==> config.mk <==
export PLATFORM = sky130hd
export DESIGN_NAME = mem_stage_flat
export DESIGN_NICKNAME = d
export VERILOG_FILES = /design/src/rtl/mem_stage_if.sv /design/src/rtl/mem_stage.sv /design/src/flat_wrapper.sv
export SDC_FILE = /design/constraint.sdc
export NUM_CORES = 1
export LEC_CHECK = 0
export CELL_PAD_IN_SITES_DETAIL_PLACEMENT = 1
export CELL_PAD_IN_SITES_GLOBAL_PLACEMENT = 2
export CORE_ASPECT_RATIO = 0.7
export CORE_MARGIN = 5
export CORE_UTILIZATION = 20
export DETAILED_ROUTE_END_ITERATION = 12
export PLACE_DENSITY_LB_ADDON = 0.1
export SLEW_MARGIN = 10
export SYNTH_ARGS = -nofsm -noshare
export SYNTH_HDL_FRONTEND = slang
export SYNTH_SLANG_ARGS = --single-unit
export TNS_END_PERCENT = 5
==> constraint.sdc <==
create_clock -name clk -period 4.5 [get_ports clk]
set_clock_uncertainty 0.2 [all_clocks]
set_input_delay 0.9 -clock clk [delete_from_list [all_inputs] [get_ports clk]]
set_output_delay 0.9 -clock clk [all_outputs]
set_load 0.02 [all_outputs]
==> src/rtl/mem_stage_if.sv <==
// Data-memory port of the MEM stage: req/gnt request phase plus rvalid response phase.
// The master side is the pipeline stage, the slave side is the data memory.
interface mem_stage_if #(
  parameter int unsigned ADDR_W = 32
);
  logic              req;
  logic              we;
  logic [ADDR_W-1:0] addr;
  logic [3:0]        be;
  logic [31:0]       wdata;
  logic              gnt;
  logic              rvalid;
  logic [31:0]       rdata;

  modport master (
    output req, we, addr, be, wdata,
    input  gnt, rvalid, rdata
  );

  modport slave (
    input  req, we, addr, be, wdata,
    output gnt, rvalid, rdata
  );
endinterface

==> src/rtl/mem_stage.sv <==
// MEM pipeline stage: issues loads/stores on a req/gnt/rvalid port, aligns/extends load data,
// stalls upstream while an access is outstanding and registers the write-back fields.
module mem_stage #(
  parameter int unsigned ADDR_W      = 32,
  parameter int unsigned TIMEOUT_CYC = 255
) (
  input  logic              clk,
  input  logic              rst_n,
  input  logic              mem_wmem_en_i,
  input  logic              mem_rmem_en_i,
  input  logic [ADDR_W-1:0] mem_mem_addr_i,
  input  logic [2:0]        mem_funct3_i,
  input  logic              mem_wreg_en_i,
  input  logic [4:0]        mem_wreg_addr_i,
  input  logic [31:0]       mem_wreg_data_i,
  mem_stage_if.master       dmem,
  output logic              hold_o,
  output logic              wb_wreg_en_o,
  output logic [4:0]        wb_wreg_addr_o,
  output logic [31:0]       wb_wreg_data_o,
  output logic              exc_misalign_o,
  output logic              exc_bus_err_o
);

  localparam int unsigned    CntW    = (TIMEOUT_CYC > 1) ? $clog2(TIMEOUT_CYC) : 1;
  localparam logic [CntW-1:0] CntLast = CntW'(TIMEOUT_CYC - 1);

  typedef enum logic [1:0] {
    StIdle,
    StWaitGnt,
    StWaitR
  } state_e;

  state_e          r_state;
  state_e          w_state_d;
  logic [CntW-1:0] r_cnt;
  logic [CntW-1:0] w_cnt_d;
  logic            r_wb_en;
  logic [4:0]      r_wb_addr;
  logic [31:0]     r_wb_data;
  logic            r_exc_misalign;
  logic            r_exc_bus_err;

  logic [1:0]      w_off;
  logic            w_mem_op;
  logic            w_f3_ok;
  logic            w_illegal;
  logic            w_misalign;
  logic            w_access;
  logic [3:0]      w_be_st;
  logic [31:0]     w_wdata;
  logic [7:0]      w_byte;
  logic [15:0]     w_half;
  logic [31:0]     w_load_val;
  logic            w_req;
  logic            w_timeout;
  logic            w_load_done;

  assign w_off    = mem_mem_addr_i[1:0];
  assign w_mem_op = mem_wmem_en_i | mem_rmem_en_i;

  // Unsigned sizes exist only for loads.
  always_comb begin
    w_f3_ok = 1'b0;
    case (mem_funct3_i)
      3'b000, 3'b001, 3'b010: w_f3_ok = 1'b1;
      3'b100, 3'b101:         w_f3_ok = ~mem_wmem_en_i;
      default:                w_f3_ok = 1'b0;
    endcase
  end

  assign w_illegal  = w_mem_op & ((mem_wmem_en_i & mem_rmem_en_i) | ~w_f3_ok);
  assign w_misalign = w_mem_op & ~w_illegal &
                      (((mem_funct3_i[1:0] == 2'b01) & w_off[0]) |
                       ((mem_funct3_i[1:0] == 2'b10) & (w_off != 2'b00)));
  assign w_access   = w_mem_op & ~w_illegal & ~w_misalign;

  always_comb begin
    w_be_st = 4'b1111;
    w_wdata = mem_wreg_data_i;
    case (mem_funct3_i[1:0])
      2'b00: begin
        w_be_st = 4'b0001 << w_off;
        w_wdata = {4{mem_wreg_data_i[7:0]}};
      end
      2'b01: begin
        w_be_st = 4'b0011 << w_off;
        w_wdata = {2{mem_wreg_data_i[15:0]}};
      end
      default: begin
        w_be_st = 4'b1111;
        w_wdata = mem_wreg_data_i;
      end
    endcase
  end

  assign dmem.req   = w_req;
  assign dmem.we    = mem_wmem_en_i;
  assign dmem.addr  = {mem_mem_addr_i[ADDR_W-1:2], 2'b00};
  assign dmem.be    = mem_wmem_en_i ? w_be_st : 4'b0000;
  assign dmem.wdata = w_wdata;

  assign w_byte = dmem.rdata[{w_off, 3'b000} +: 8];
  assign w_half = dmem.rdata[{w_off[1], 4'b0000} +: 16];

  always_comb begin
    w_load_val = dmem.rdata;
    case (mem_funct3_i)
      3'b000:  w_load_val = {{24{w_byte[7]}}, w_byte};
      3'b001:  w_load_val = {{16{w_half[15]}}, w_half};
      3'b100:  w_load_val = {24'h000000, w_byte};
      3'b101:  w_load_val = {16'h0000, w_half};
      default: w_load_val = dmem.rdata;
    endcase
  end

  // Inputs stay frozen while hold_o is high, so decode stays valid in the wait states.
  always_comb begin
    w_state_d   = r_state;
    w_cnt_d     = r_cnt + CntW'(1);
    w_req       = 1'b0;
    hold_o      = 1'b0;
    w_timeout   = 1'b0;
    w_load_done = 1'b0;
    unique case (r_state)
      StIdle: begin
        w_req   = w_access;
        w_cnt_d = '0;
        if (w_access) begin
          if (!dmem.gnt) begin
            w_state_d = StWaitGnt;
            hold_o    = 1'b1;
          end else if (mem_rmem_en_i) begin
            w_state_d = StWaitR;
            hold_o    = 1'b1;
          end
        end
      end
      StWaitGnt: begin
        w_req = 1'b1;
        if (dmem.gnt) begin
          w_cnt_d = '0;
          if (mem_rmem_en_i) begin
            w_state_d = StWaitR;
            hold_o    = 1'b1;
          end else begin
            w_state_d = StIdle;
          end
        end else if (r_cnt == CntLast) begin
          w_state_d = StIdle;
          w_timeout = 1'b1;
        end else begin
          hold_o = 1'b1;
        end
      end
      StWaitR: begin
        if (dmem.rvalid) begin
          w_state_d   = StIdle;
          w_load_done = 1'b1;
        end else if (r_cnt == CntLast) begin
          w_state_d = StIdle;
          w_timeout = 1'b1;
        end else begin
          hold_o = 1'b1;
        end
      end
      default: begin
        w_state_d = StIdle;
      end
    endcase
  end

  always_ff @(posedge clk) begin
    if (!rst_n) begin
      r_state        <= StIdle;
      r_cnt          <= '0;
      r_wb_en        <= 1'b0;
      r_wb_addr      <= '0;
      r_wb_data      <= '0;
      r_exc_misalign <= 1'b0;
      r_exc_bus_err  <= 1'b0;
    end else begin
      r_state        <= w_state_d;
      r_cnt          <= w_cnt_d;
      r_exc_misalign <= (r_state == StIdle) & w_misalign;
      r_exc_bus_err  <= ((r_state == StIdle) & w_illegal) | w_timeout;
      if (hold_o) begin
        r_wb_en <= 1'b0;
      end else begin
        r_wb_addr <= mem_wreg_addr_i;
        if (w_load_done) begin
          r_wb_en   <= mem_wreg_en_i;
          r_wb_data <= w_load_val;
        end else if (w_mem_op) begin
          // Completed store, dropped access or timeout: nothing to write back.
          r_wb_en   <= 1'b0;
          r_wb_data <= mem_wreg_data_i;
        end else begin
          r_wb_en   <= mem_wreg_en_i;
          r_wb_data <= mem_wreg_data_i;
        end
      end
    end
  end

  assign wb_wreg_en_o   = r_wb_en;
  assign wb_wreg_addr_o = r_wb_addr;
  assign wb_wreg_data_o = r_wb_data;
  assign exc_misalign_o = r_exc_misalign;
  assign exc_bus_err_o  = r_exc_bus_err;

endmodule

==> src/flat_wrapper.sv <==
// flat-port wrapper written by rule: the top's interface ports become plain ports
module mem_stage_flat 
#(
  parameter int unsigned ADDR_W      = 32,
  parameter int unsigned TIMEOUT_CYC = 255
)
  (clk, rst_n, mem_wmem_en_i, mem_rmem_en_i, mem_mem_addr_i, mem_funct3_i, mem_wreg_en_i, mem_wreg_addr_i, mem_wreg_data_i, hold_o, wb_wreg_en_o, wb_wreg_addr_o, wb_wreg_data_o, exc_misalign_o, exc_bus_err_o, dmem_req, dmem_we, dmem_addr, dmem_be, dmem_wdata, dmem_gnt, dmem_rvalid, dmem_rdata);
  mem_stage_if #(.ADDR_W(ADDR_W)) dmem_i ();
  input  logic clk;
  input  logic rst_n;
  input  logic mem_wmem_en_i;
  input  logic mem_rmem_en_i;
  input  logic [ADDR_W-1:0] mem_mem_addr_i;
  input  logic [2:0] mem_funct3_i;
  input  logic mem_wreg_en_i;
  input  logic [4:0] mem_wreg_addr_i;
  input  logic [31:0] mem_wreg_data_i;
  output logic hold_o;
  output logic wb_wreg_en_o;
  output logic [4:0] wb_wreg_addr_o;
  output logic [31:0] wb_wreg_data_o;
  output logic exc_misalign_o;
  output logic exc_bus_err_o;
  output wire logic [$bits(dmem_i.req)-1:0] dmem_req;
  output wire logic [$bits(dmem_i.we)-1:0] dmem_we;
  output wire logic [$bits(dmem_i.addr)-1:0] dmem_addr;
  output wire logic [$bits(dmem_i.be)-1:0] dmem_be;
  output wire logic [$bits(dmem_i.wdata)-1:0] dmem_wdata;
  input wire logic [$bits(dmem_i.gnt)-1:0] dmem_gnt;
  input wire logic [$bits(dmem_i.rvalid)-1:0] dmem_rvalid;
  input wire logic [$bits(dmem_i.rdata)-1:0] dmem_rdata;
  assign dmem_req = dmem_i.req;
  assign dmem_we = dmem_i.we;
  assign dmem_addr = dmem_i.addr;
  assign dmem_be = dmem_i.be;
  assign dmem_wdata = dmem_i.wdata;
  assign dmem_i.gnt = dmem_gnt;
  assign dmem_i.rvalid = dmem_rvalid;
  assign dmem_i.rdata = dmem_rdata;
  mem_stage #(.ADDR_W(ADDR_W), .TIMEOUT_CYC(TIMEOUT_CYC)) u_core (.clk(clk), .rst_n(rst_n), .mem_wmem_en_i(mem_wmem_en_i), .mem_rmem_en_i(mem_rmem_en_i), .mem_mem_addr_i(mem_mem_addr_i), .mem_funct3_i(mem_funct3_i), .mem_wreg_en_i(mem_wreg_en_i), .mem_wreg_addr_i(mem_wreg_addr_i), .mem_wreg_data_i(mem_wreg_data_i), .dmem(dmem_i), .hold_o(hold_o), .wb_wreg_en_o(wb_wreg_en_o), .wb_wreg_addr_o(wb_wreg_addr_o), .wb_wreg_data_o(wb_wreg_data_o), .exc_misalign_o(exc_misalign_o), .exc_bus_err_o(exc_bus_err_o));
endmodule
==> impl_metrics.toml <==
# implementation run metrics
[setup_path]
crit_family = "buffers and inverters"
critPathLaunchType = "primary input"
crit_arrival_ns = 3.12
ff2ff_setup_slack_ns = 1.76
end_kind = "output pin"

[final_timing]
tightestPinTransition_ns = 0.856

[placed_design]
port_buffers = 159
gp_routability_congestion = 0.834

[finish]
layout_top_cell = "clkdlybuf4s50_1"
drive_gt1_frac = 0.0734

[yosys]
synth-seq-area-share = 0.277
yosys_cells = 484
edf_count = 0
yosysUniqueCellTypes = 49
topCellsByArea = "dfxtp_1, nand2_1, buf_4"

[detailed_routing]
drc = 0
wl_um = 17300
drt_iter0_markers = 196

[clock_tree]
cts_repair_resize_count = 0
cts_hold_buf = 0
ctsLongestPathBuffers = 2
cts_max_level = 2
cts.sink_count = 50
clock_latency_ns = 0.30

[status]
status = "complete, no violations"

[worst_hold_path]
min_path_type = "flip-flop to flip-flop"

[power]
total_leakage_power_nw = 1.90

[grt]
grt_pass1_wl_um = 25700
## flip-flops by register name, indices dropped and copies added, names as in the netlist
| name | cells |
|---|---|
| u_core.exc_misalign_o | 1 |
| u_core.wb_wreg_data_o | 32 |
| u_core.wb_wreg_en_o | 1 |
| u_core.wb_wreg_addr_o | 5 |
| u_core.r_cnt | 8 |
| u_core.exc_bus_err_o | 1 |
| u_core.r_state | 2 |
## cell type report
type / instances / area (sq um) / share of cell area
Multi-Input combinational cell: 344 / 2110 / 0.400
Timing Repair Buffer: 171 / 1680 / 0.319
Sequential cell: 50 / 1000 / 0.189
Tap cell: 236 / 295 / 0.0558
Clock buffer: 5 / 125 / 0.0237
Inverter: 14 / 53.8 / 0.0102
Clock inverter: 2 / 13.8 / 0.00260
## final timing paths
kind	from	to	cells after the start
setup / recovery	mem_funct3_i[0]	hold_o	8
hold / removal	u_core.wb_wreg_data_o[1]	u_core.wb_wreg_data_o[1]	2
setup reg to reg	u_core.r_state[0]	u_core.wb_wreg_data_o[16]	9
hold reg to reg	u_core.wb_wreg_data_o[1]	u_core.wb_wreg_data_o[1]	2
## per-stage QoR
step | util | total power [W] | std cells | area, sq um
finish | 0.295 | 0.00140 | 822 | 5290
global route | 0.295 | 0.00148 | 822 | 5290
CTS | 0.295 | 0.00143 | 822 | 5290
detailed placement | 0.288 | 0.00102 | 815 | 5150
global placement | 0.288 | 0.00102 | 815 | 5150
floorplan | - | 0.000792 | 485 | 3620
## routing by layer
metal,part of all wire,global-route usage,up-vias
li1,-,-,1870
met1,0.51,0.239,1797
met2,0.41,0.233,118
met3,0.074,0.0525,16
met4,0.0081,0.0239,0
met5,0,0,-
## cells by family (layout without fill, tap and decap cells)
| kind of cell | Yosys count | in the layout | share of synthesized area |
|---|---|---|---|
| AND-OR/OR-AND | 136 | 136 | 0.254 |
| XOR/XNOR | 6 | 6 | 0.0145 |
| adder cells (fa/ha/maj) | 6 | 6 | 0.0207 |
| buffers and inverters | 91 | 192 | 0.142 |
| flip-flops | 50 | 50 | 0.277 |
| multiplexers | 32 | 32 | 0.0940 |
| other | 1 | 2 | 0.00104 |
| AND/OR/NAND/NOR | 162 | 162 | 0.196 |
## cell usage after synthesis (all sizes together), types with 6 or more instances
| cell | number |
|---|---|
| buf | 53 |
| nand2 | 99 |
| nor2 | 21 |
| o21a | 6 |
| a21boi | 8 |
| nand3 | 10 |
| o2111ai | 9 |
| o211ai | 20 |
| a22o | 8 |
| inv | 13 |
| ha | 6 |
| dfxtp | 50 |
| clkbuf | 24 |
| a21oi | 10 |
| a221oi | 8 |
| o22ai | 18 |
| o21ai | 40 |
| mux2 | 16 |
| mux2i | 16 |
| nor2b | 10 |
| nand2b | 9 |
## where the power goes
group	total, W	internal [W]	switching, W
clock network	0.000389	0.000205	0.000184
logic	0.000512	0.000238	0.000274
registers	0.000498	0.000478	0.0000210
## worst reg2reg max path, stage by stage, from the launching register on
cell      delay [ns]
dfxtp_1         0.38
inv_1           0.09
ha_1            0.23
nor2b_1         0.16
a21oi_1         0.13
a211oi_1        0.10
a21oi_4         0.20
buf_4           0.45
nand2_2         0.39
o22ai_1         0.32
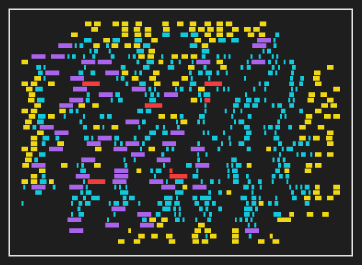
Fig. 1. Cell classes on the final placement.
Drawn at 2 px/um.
Key: red = clock drivers and dummy loads [cells 7, share of their area 2.8%]; cyan = all other logic [cells 358, share of their area 43%]; purple = flip-flops [cells 50, share of their area 20%]; yellow = other buffers and delay cells [cells 171, share of their area 34%]
core area: 17900 sq um
row count: 41
design area: 5290 sq um
Seq area share: 0.189

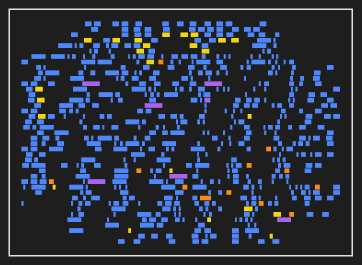
Fig. 2. Cell sizes after repair.
Drawn at 2 px/um.
Key: orange = drive 3 to 4 [cells 12]; purple = drive 6 and up [cells 7]; blue = drive 1 or less [cells 543]; yellow = drive 2 [cells 24]

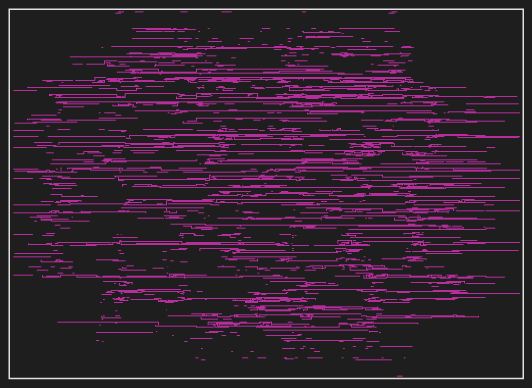
Fig. 3. Met1 routing.
Drawn at 3 px/um.
The longest straight run is 98.9 um. The layer carries 8770 um of wire. The layer holds 51% of the routed length. 605 nets have wire on it. The wires run mostly horizontal.

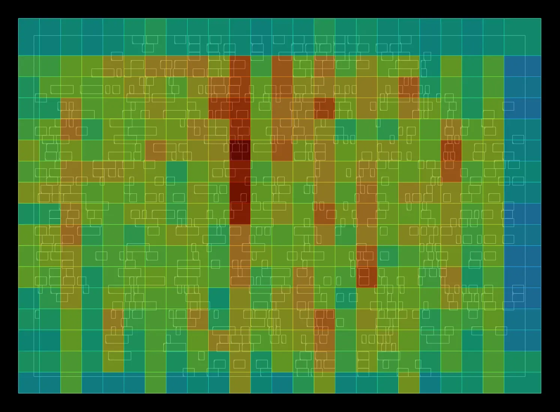
Fig. 4. Routing congestion.
GR Util met2: 0.233
met3 Use GR: 0.0525
total track usage: 0.162

Power figures rest on the tool's default switching activity, not on a simulated workload.
